===== src/rtl/pcap_framer.sv =====
// pcap_framer: turns packet words from the read FIFO into pcap records on a
// 32-bit Avalon-ST source. Each record is a 4-beat record header (sec, usec,
// incl_len, orig_len) followed by ceil(len/4) payload words. The block also
// owns the free-running sec/usec timestamp.
// Optional build macro PCAP_GLOBAL_HDR_EN: the first record after reset is
// preceded by the 6-beat pcap global header.
module pcap_framer #(
    parameter int unsigned CLK_MHZ = 50,
    parameter int unsigned LEN_W   = 16
) (
    input  logic             clk,
    input  logic             reset,
    input  logic             start,
    input  logic [LEN_W-1:0] pkt_len,
    output logic             busy,
    output logic             done,
    input  logic [31:0]      fifo_rdata,
    input  logic             fifo_empty,
    output logic             fifo_rdreq,
    output logic [31:0]      st_data,
    output logic             st_valid,
    input  logic             st_ready,
    output logic             st_sop,
    output logic             st_eop,
    output logic [1:0]       st_empty
);

    localparam int unsigned TickW = (CLK_MHZ > 1) ? $clog2(CLK_MHZ) : 1;
    localparam logic [TickW-1:0] TickMax = TickW'(CLK_MHZ - 1);
    localparam logic [19:0] UsecMax = 20'd999_999;

    typedef enum logic [1:0] {
        StIdle,
`ifdef PCAP_GLOBAL_HDR_EN
        StGhdr,
`endif
        StHdr,
        StPayload
    } state_e;

    state_e           state_q, state_d;
    logic [TickW-1:0] tick_q, tick_d;
    logic [19:0]      usec_q, usec_d;
    logic [31:0]      sec_q, sec_d;
    logic [LEN_W-1:0] len_q, len_d;
    logic [31:0]      ts_sec_q, ts_sec_d;
    logic [19:0]      ts_usec_q, ts_usec_d;
    logic [LEN_W:0]   cnt_q, cnt_d;
    logic [1:0]       hdr_idx_q, hdr_idx_d;
    logic             done_q, done_d;
    logic [LEN_W:0]   words;
    logic             acc;
`ifdef PCAP_GLOBAL_HDR_EN
    logic [2:0]       gidx_q, gidx_d;
    logic             gh_done_q, gh_done_d;
    // Current record carries the global header, so its own header has no SOP
    logic             gh_rec_q, gh_rec_d;
`endif

    // Word count is computed one bit wider so len near 2^LEN_W does not overflow
    assign words = ({1'b0, pkt_len} + (LEN_W + 1)'(3)) >> 2;
    assign acc   = st_valid & st_ready;

    // Free-running timestamp: clk ticks -> microseconds -> seconds
    always_comb begin
        tick_d = tick_q + 1'b1;
        usec_d = usec_q;
        sec_d  = sec_q;
        if (tick_q == TickMax) begin
            tick_d = '0;
            if (usec_q == UsecMax) begin
                usec_d = '0;
                sec_d  = sec_q + 32'd1;
            end else begin
                usec_d = usec_q + 20'd1;
            end
        end
    end

    // State and datapath registers, synchronous active-low reset
    always_ff @(posedge clk) begin
        if (!reset) begin
            state_q   <= StIdle;
            tick_q    <= '0;
            usec_q    <= '0;
            sec_q     <= '0;
            len_q     <= '0;
            ts_sec_q  <= '0;
            ts_usec_q <= '0;
            cnt_q     <= '0;
            hdr_idx_q <= '0;
            done_q    <= 1'b0;
`ifdef PCAP_GLOBAL_HDR_EN
            gidx_q    <= '0;
            gh_done_q <= 1'b0;
            gh_rec_q  <= 1'b0;
`endif
        end else begin
            state_q   <= state_d;
            tick_q    <= tick_d;
            usec_q    <= usec_d;
            sec_q     <= sec_d;
            len_q     <= len_d;
            ts_sec_q  <= ts_sec_d;
            ts_usec_q <= ts_usec_d;
            cnt_q     <= cnt_d;
            hdr_idx_q <= hdr_idx_d;
            done_q    <= done_d;
`ifdef PCAP_GLOBAL_HDR_EN
            gidx_q    <= gidx_d;
            gh_done_q <= gh_done_d;
            gh_rec_q  <= gh_rec_d;
`endif
        end
    end

    // Next-state logic: advance only on accepted beats
    always_comb begin
        state_d   = state_q;
        len_d     = len_q;
        ts_sec_d  = ts_sec_q;
        ts_usec_d = ts_usec_q;
        cnt_d     = cnt_q;
        hdr_idx_d = hdr_idx_q;
        done_d    = 1'b0;
`ifdef PCAP_GLOBAL_HDR_EN
        gidx_d    = gidx_q;
        gh_done_d = gh_done_q;
        gh_rec_d  = gh_rec_q;
`endif
        case (state_q)
            StIdle: begin
                if (start) begin
                    len_d     = pkt_len;
                    ts_sec_d  = sec_q;
                    ts_usec_d = usec_q;
                    cnt_d     = words;
                    hdr_idx_d = '0;
`ifdef PCAP_GLOBAL_HDR_EN
                    gidx_d    = '0;
                    gh_rec_d  = !gh_done_q;
                    state_d   = gh_done_q ? StHdr : StGhdr;
`else
                    state_d   = StHdr;
`endif
                end
            end
`ifdef PCAP_GLOBAL_HDR_EN
            StGhdr: begin
                if (acc) begin
                    if (gidx_q == 3'd5) begin
                        gh_done_d = 1'b1;
                        state_d   = StHdr;
                    end else begin
                        gidx_d = gidx_q + 3'd1;
                    end
                end
            end
`endif
            StHdr: begin
                if (acc) begin
                    if (hdr_idx_q == 2'd3) begin
                        if (cnt_q == '0) begin
                            state_d = StIdle;
                            done_d  = 1'b1;
                        end else begin
                            state_d = StPayload;
                        end
                    end else begin
                        hdr_idx_d = hdr_idx_q + 2'd1;
                    end
                end
            end
            StPayload: begin
                if (acc) begin
                    cnt_d = cnt_q - (LEN_W + 1)'(1);
                    if (cnt_q == (LEN_W + 1)'(1)) begin
                        state_d = StIdle;
                        done_d  = 1'b1;
                    end
                end
            end
            default: state_d = StIdle;
        endcase
    end

    // Stream outputs decoded from state; payload valid follows the FIFO directly
    always_comb begin
        st_valid = 1'b0;
        st_data  = '0;
        st_sop   = 1'b0;
        st_eop   = 1'b0;
        st_empty = '0;
        case (state_q)
`ifdef PCAP_GLOBAL_HDR_EN
            StGhdr: begin
                st_valid = 1'b1;
                st_sop   = (gidx_q == 3'd0);
                case (gidx_q)
                    3'd0:    st_data = 32'hA1B2_C3D4;
                    3'd1:    st_data = 32'h0002_0004;
                    3'd4:    st_data = 32'h0000_FFFF;
                    3'd5:    st_data = 32'h0000_0001;
                    default: st_data = 32'h0000_0000;
                endcase
            end
`endif
            StHdr: begin
                st_valid = 1'b1;
`ifdef PCAP_GLOBAL_HDR_EN
                st_sop   = (hdr_idx_q == 2'd0) && !gh_rec_q;
`else
                st_sop   = (hdr_idx_q == 2'd0);
`endif
                st_eop   = (hdr_idx_q == 2'd3) && (cnt_q == '0);
                case (hdr_idx_q)
                    2'd0:    st_data = ts_sec_q;
                    2'd1:    st_data = 32'(ts_usec_q);
                    default: st_data = 32'(len_q);
                endcase
            end
            StPayload: begin
                st_valid = !fifo_empty;
                st_data  = fifo_rdata;
                if (cnt_q == (LEN_W + 1)'(1)) begin
                    st_eop   = 1'b1;
                    st_empty = 2'd0 - len_q[1:0];
                end
            end
            default: ;
        endcase
    end

    assign fifo_rdreq = (state_q == StPayload) && acc;
    assign busy       = (state_q != StIdle);
    assign done       = done_q;

endmodule


===== config.mk =====
export PLATFORM = sky130hd
export DESIGN_NAME = pcap_framer
export DESIGN_NICKNAME = d
export VERILOG_FILES = /design/src/rtl/pcap_framer.sv
export SDC_FILE = /design/constraint.sdc
export NUM_CORES = 1
export LEC_CHECK = 0
export CORE_MARGIN = 2
export CORE_UTILIZATION = 61
export CTS_CLUSTER_DIAMETER = 60
export DETAILED_ROUTE_END_ITERATION = 8
export HOLD_SLACK_MARGIN = 0.03
export PLACE_DENSITY = 0.87
export SLEW_MARGIN = 20
export SYNTH_ARGS = -nofsm -noshare
export SYNTH_HDL_FRONTEND = slang
export SYNTH_SLANG_ARGS = --single-unit

===== constraint.sdc =====
create_clock -name clk -period 3.75 [get_ports clk]
set_input_delay 0.75 -clock clk [delete_from_list [all_inputs] [get_ports clk]]
set_output_delay 0.75 -clock clk [all_outputs]
set_load 0.1 [all_outputs]

Fig. 1: run 1, PDN straps and rails
(4 px per um) Pins as bars on the die edge.
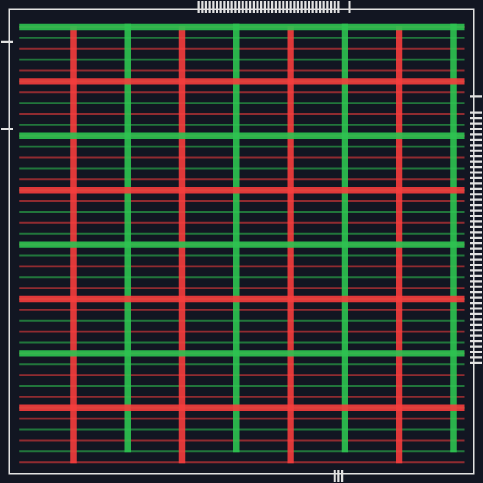
net	color
VDD	green
VSS	red
met4 straps	8
met1 rails	41
rows	40
met5 straps	8

Fig. 2: run 1, routing congestion
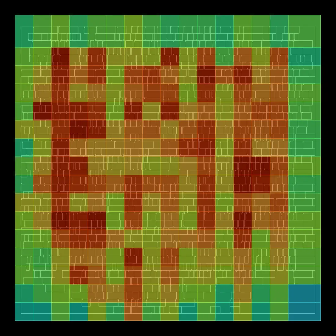
met1 global-route usage: 43.0%
final core utilization: 77.4%
met3 usage: 8.00%
average routed wire per standard cell: 17.8 um

Fig. 3: run 1, cell density map
(2 px per um) The die is cut into 12 by 12 equal tiles; white is low, dark blue is high, 0 to 100% covered.
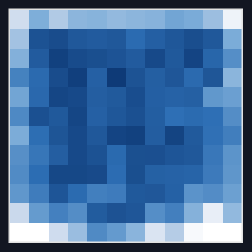
mean over tiles	68%
fullest tile	96%
nearly empty tiles	2.8%
emptiest ninth of the die	bottom right
densest ninth of the die	middle
tiles over 75% full	56%
Init Core Util: 62.9%
Floorplan Core Area: 0.0121 sq mm

==> notes.md, run 1 <==
Quick summary of the implementation run below.

The root buffer cell chosen for the clock tree is clkbuf_16. Yosys reports that the most numerous cell types are nand2_1, dfxtp_1, a21oi_1, nor2_1, clkbuf_1. The script extracted a net switching power of 1.88 mW. The inverter count of the layout excluding clock inverters is 21. The relative area change from synthesis to final layout came out at 23.1%.

The sum of met3 wire segment lengths after detailed routing is 1.66 mm. The leakage power total is 3.22 nW. The minimum clock period came out at 3.38 ns. The final weighted congestion of routability-driven global placement came out at 0.978.

The area share of the largest cell type after synthesis came out at 38.9%. The kind of path behind the tightest hold check is flip-flop to flip-flop. The number of sequential cells is 148. The clock network takes up 6.24% of total cell area after layout. The smallest hold slack is 0.454 ns. The pre-CTS setup check shows a worst slack of 0.861 ns. The destination of the worst register-to-register timing path is sec_q[20]$_SDFFE_PN0P_. The flip-flop and latch area is 0.00296 sq mm. Dividing the final minimum period by the clock period gives 90.1%. In this run the maximum-capacitance check reported violations numbering 0. The proportion of cell area occupied by registers came out at 31.6%. The number of logic stages on the critical path including buffering is 6. Counting every sink on the clock net gives 148. The post-CTS repair timing setup buffer count is 0.

The run finished with clean final reports. The total overflow reported by the global router came out at 0. In the post-synthesis netlist, the biggest area contributors are dfxtp_1, nand2_1, a21oi_1, xor2_1, nor2_1. The global routing usage summed across all routing layers came out at 33.2%.

The total die area is 0.0134 sq mm. Yosys reports a chip area of 0.00762 sq mm. The count of synthesis-stage warnings from yosys is 0. The die height came out at 116 um. The final timing report lists clock skew as 0.00873 ns. The number of buffers and inverters on the critical path came out at 1. The critical path's largest stage delay came out at 0.59 ns. The vias after detailed routing is 7548.
## run 1: kinds of logic after synthesis
kind of cell	Yosys count	synth area share [%]
xor gates and xnor gates	44	5.06
adders and majority gates	13	2.13
AOI/OAI and AO/OA	241	19.2
and+or+nand+nor	448	29.4
buffers and inverters	79	4.22
DFF	148	38.9
muxes	8	1.05
## run 1: per-layer routing
layer	global-route usage (%)	vias up
li1	-	3603
met1	43.0	3552
met2	54.3	345
met3	8.00	48
met4	11.9	0
met5	0	-
## run 1: power by group through the flow
stage / logic (mW) / clock network [mW] / registers [mW]
floorplan: 1.17 / 0 / 1.78
global placement: 1.60 / 0 / 1.80
detailed placement: 1.61 / 0 / 1.80
CTS: 1.63 / 1.68 / 1.77
global route: 1.79 / 1.75 / 1.79
finish: 1.65 / 1.68 / 1.77
==> inputs of run 2 (changes only) <==
- GPL_ROUTABILITY_DRIVEN: unset -> 0
==> notes.md, run 2 <==
Quick summary of the implementation run below.

The top cell type by area accounts for 38.9% of the synthesized area. The critical path's largest stage delay came out at 0.59 ns. Between clock sinks in the finished design, the worst skew comes to 0.00873 ns. The adder-cell share of the synthesized area came out at 2.13%. The number of sinks on the clock net is 148. The post-synthesis chip area from yosys came out at 0.00762 sq mm. The end-of-flow core utilization is 77.4%. The capture point of the worst register-to-register path is recorded as sec_q[20]$_SDFFE_PN0P_.

The global routing usage summed across all routing layers is 33.2%. The floorplan report gives the top-level pin count as 93. The number of buffers and inverters on the critical path came out at 1.

The area of the core came out at 0.0121 sq mm. The area share of xor/xnor cells in the synthesized design is 5.06%. The fraction of final layout cells with drive strength greater than 1 is 9.71%. The layer with the highest usage is met2. After synthesis, the most frequently instantiated cells are nand2_1, dfxtp_1, a21oi_1, nor2_1, clkbuf_1.

The cell sitting at the root of the clock tree is a clkbuf_16. The mux contribution to synthesized area came out at 1.05%. The standard cell area after detailed placement came out at 0.00879 sq mm. The aoi/oai-family share of the synthesized area is 19.2%. The kind of path behind the tightest hold check is flip-flop to flip-flop. The overall power after layout is 5.10 mW. The simple-gate share of the synthesized area came out at 29.4%.

The wire length per cell after detailed routing came out at 17.8 um. The post-CTS repair timing setup buffer count is 0. The global routing report lists met1 layer usage as 43.0%.

Grouping non-sequential cells by family puts the most area in simple AND/OR/NAND/NOR gates. The floorplan step defined a die boundary enclosing 0.0134 sq mm. For reference, the top cells by area after synthesis are dfxtp_1, nand2_1, a21oi_1, xor2_1, nor2_1.

The flow ran to the end, and the final reports show no timing, DRC or antenna violations. The largest registers in the layout are sec_q: 32 flops, ts_sec_q: 32 flops. The floorplan-stage core utilization came out at 62.9%. On met3, the global router reports a usage of 8.00%. The count of synthesis-stage warnings from yosys came out at 0.
[run 2: cell counts after synthesis]
Identical to the previous run, type by type.
[run 2: cell type report]
class	instances	area [sq um]	share of cell area [%]
repair buffers	107	1200	12.8
inverters	21	78.8	0.840
clock buffers	20	457	4.87
clock inverters	11	129	1.37
multi-input cells	754	4340	46.3
well taps	168	210	2.24
flip-flops and latches	148	2960	31.6
[run 2: worst reg2reg max path, stage by stage, from the launching register on]
cell     delay (ns)
dfxtp_1        0.48
or4b_2         0.69
nor4_1         0.97
nand3_1        0.24
nor2_1         0.18
mux2i_1        0.20
[run 2: power breakdown]
group          total [mW]  leakage (nW)  switching (mW)  internal (mW)
clock                1.68         0.271           0.666           1.01
combinational        1.65          1.75            1.11          0.537
sequential           1.77          1.20          0.0975           1.68
total                5.10          3.22            1.88           3.22
Fig. 4: run 2, cell density map
(2 px per um) The die is cut into 12 by 12 equal tiles; white is low, dark blue is high, 0 to 100% covered.
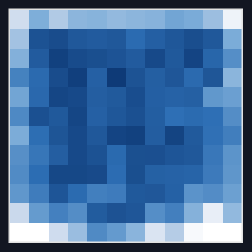
tiles over 75% full	56%
nearly empty tiles	2.8%
fullest tile	96%
densest ninth of the die	middle

Fig. 5: run 2, PDN straps and rails
(4 px per um) Pins as bars on the die edge.
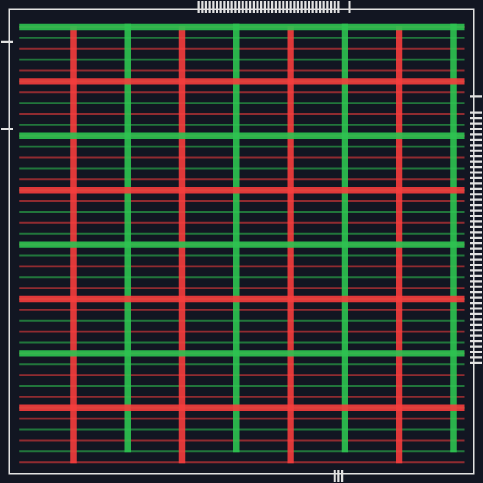
net	color
VSS	red
VDD	green
rows	40
met5 straps	8
met4 straps	8
met1 rails	41
signal pins	93
overall die height: 116 um
Die Span X: 116 um

==> inputs of run 3 (changes only) <==
- MAX_ROUTING_LAYER: unset -> met4
- SLEW_MARGIN: 20 -> 40
==> notes.md, run 3 <==
Quick summary of the implementation run below.

The run finished with clean final reports. The Yosys step of the flow raised 0 warnings. The number of buffers and inverters on the critical path is 1. The sequential power came out at 1.77 mW. The layout has 107 buffers outside the clock class. Measured on the final layout, buffering overhead outside the clock network stands at 12.7%. Of the total synthesized cell area, the portion taken by full adders, half adders and majority gates is 2.13%. The inverter count of the layout excluding clock inverters came out at 21. The clock tree buffer count of the final layout came out at 19. The number of sinks on the clock net came out at 148. The power in combinational cells came out at 1.65 mW. Note that the worst hold path type here is flip-flop to flip-flop. The fraction of cell area in sequential cells is reported as 31.5%. The well tap count came out at 168. The overall power after layout is 5.12 mW.

The most area-hungry cell class in the final design is logic gates. The net switching component of the power came out at 1.90 mW. Post-CTS timing repair inserted 0 buffers for setup. The dominant power group in this design is registers.

The layout report lists the multi-input gate area as 0.00436 sq mm. Routing resource usage on met2 recorded by global route was 54.3%. The standard cell area after detailed placement came out at 0.00880 sq mm. The routed layout has 7515 vias.

The portion of total power attributed to combinational logic came out at 32.2%. The portion of the clock cycle consumed by the worst path in the final layout is 90.6%. The global routing usage summed across all routing layers came out at 33.7%.
[run 3: cell counts after synthesis]
No cell type changed its count.
[run 3: path summary, 6_finish.rpt]
kind                             to  slack [ns]  cells past startpoint
max                          st_eop        0.35                      6
min           len_q[2]$_SDFFE_PN0P_        0.45                      2
max reg2reg  sec_q[27]$_SDFFE_PN0P_        1.13                      5
min reg2reg   len_q[2]$_SDFFE_PN0P_        0.45                      2
[run 3: cells by family (layout without fill, tap and decap cells)]
| logic type | count (synthesis) | count (layout) |
|---|---|---|
| AOI/OAI and AO/OA | 241 | 241 |
| xor gates and xnor gates | 44 | 44 |
| adders and majority gates | 13 | 13 |
| buffers and inverters | 79 | 160 |
| DFF | 148 | 148 |
| muxes | 8 | 8 |
| and+or+nand+nor | 448 | 448 |
Fig. 6: run 3, met4 routing
(3 px per um)
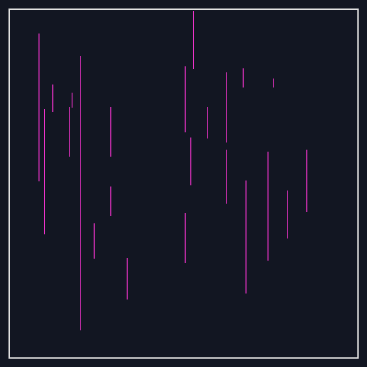
share of all routed wire	2.3%
main direction	vertical
wire length on this layer	505 um
nets with wire on the layer	19

Fig. 7: run 3, clock network drawn from the DEF
(4 px per um)
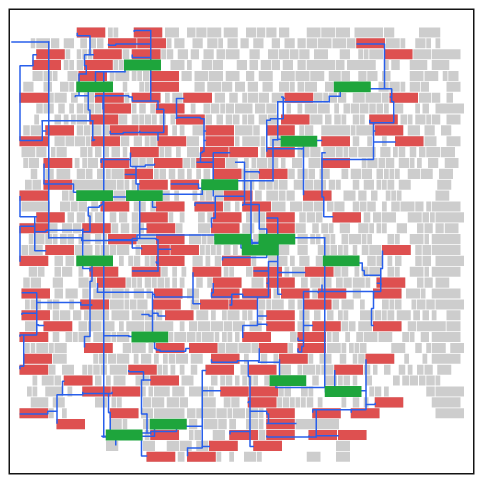
[clock drivers] green | count: 17
[clock wires] blue | length: 1650 um
[flip-flops] red | count: 148
routed clock nets	18

Power is estimated from default activity; no workload was simulated.
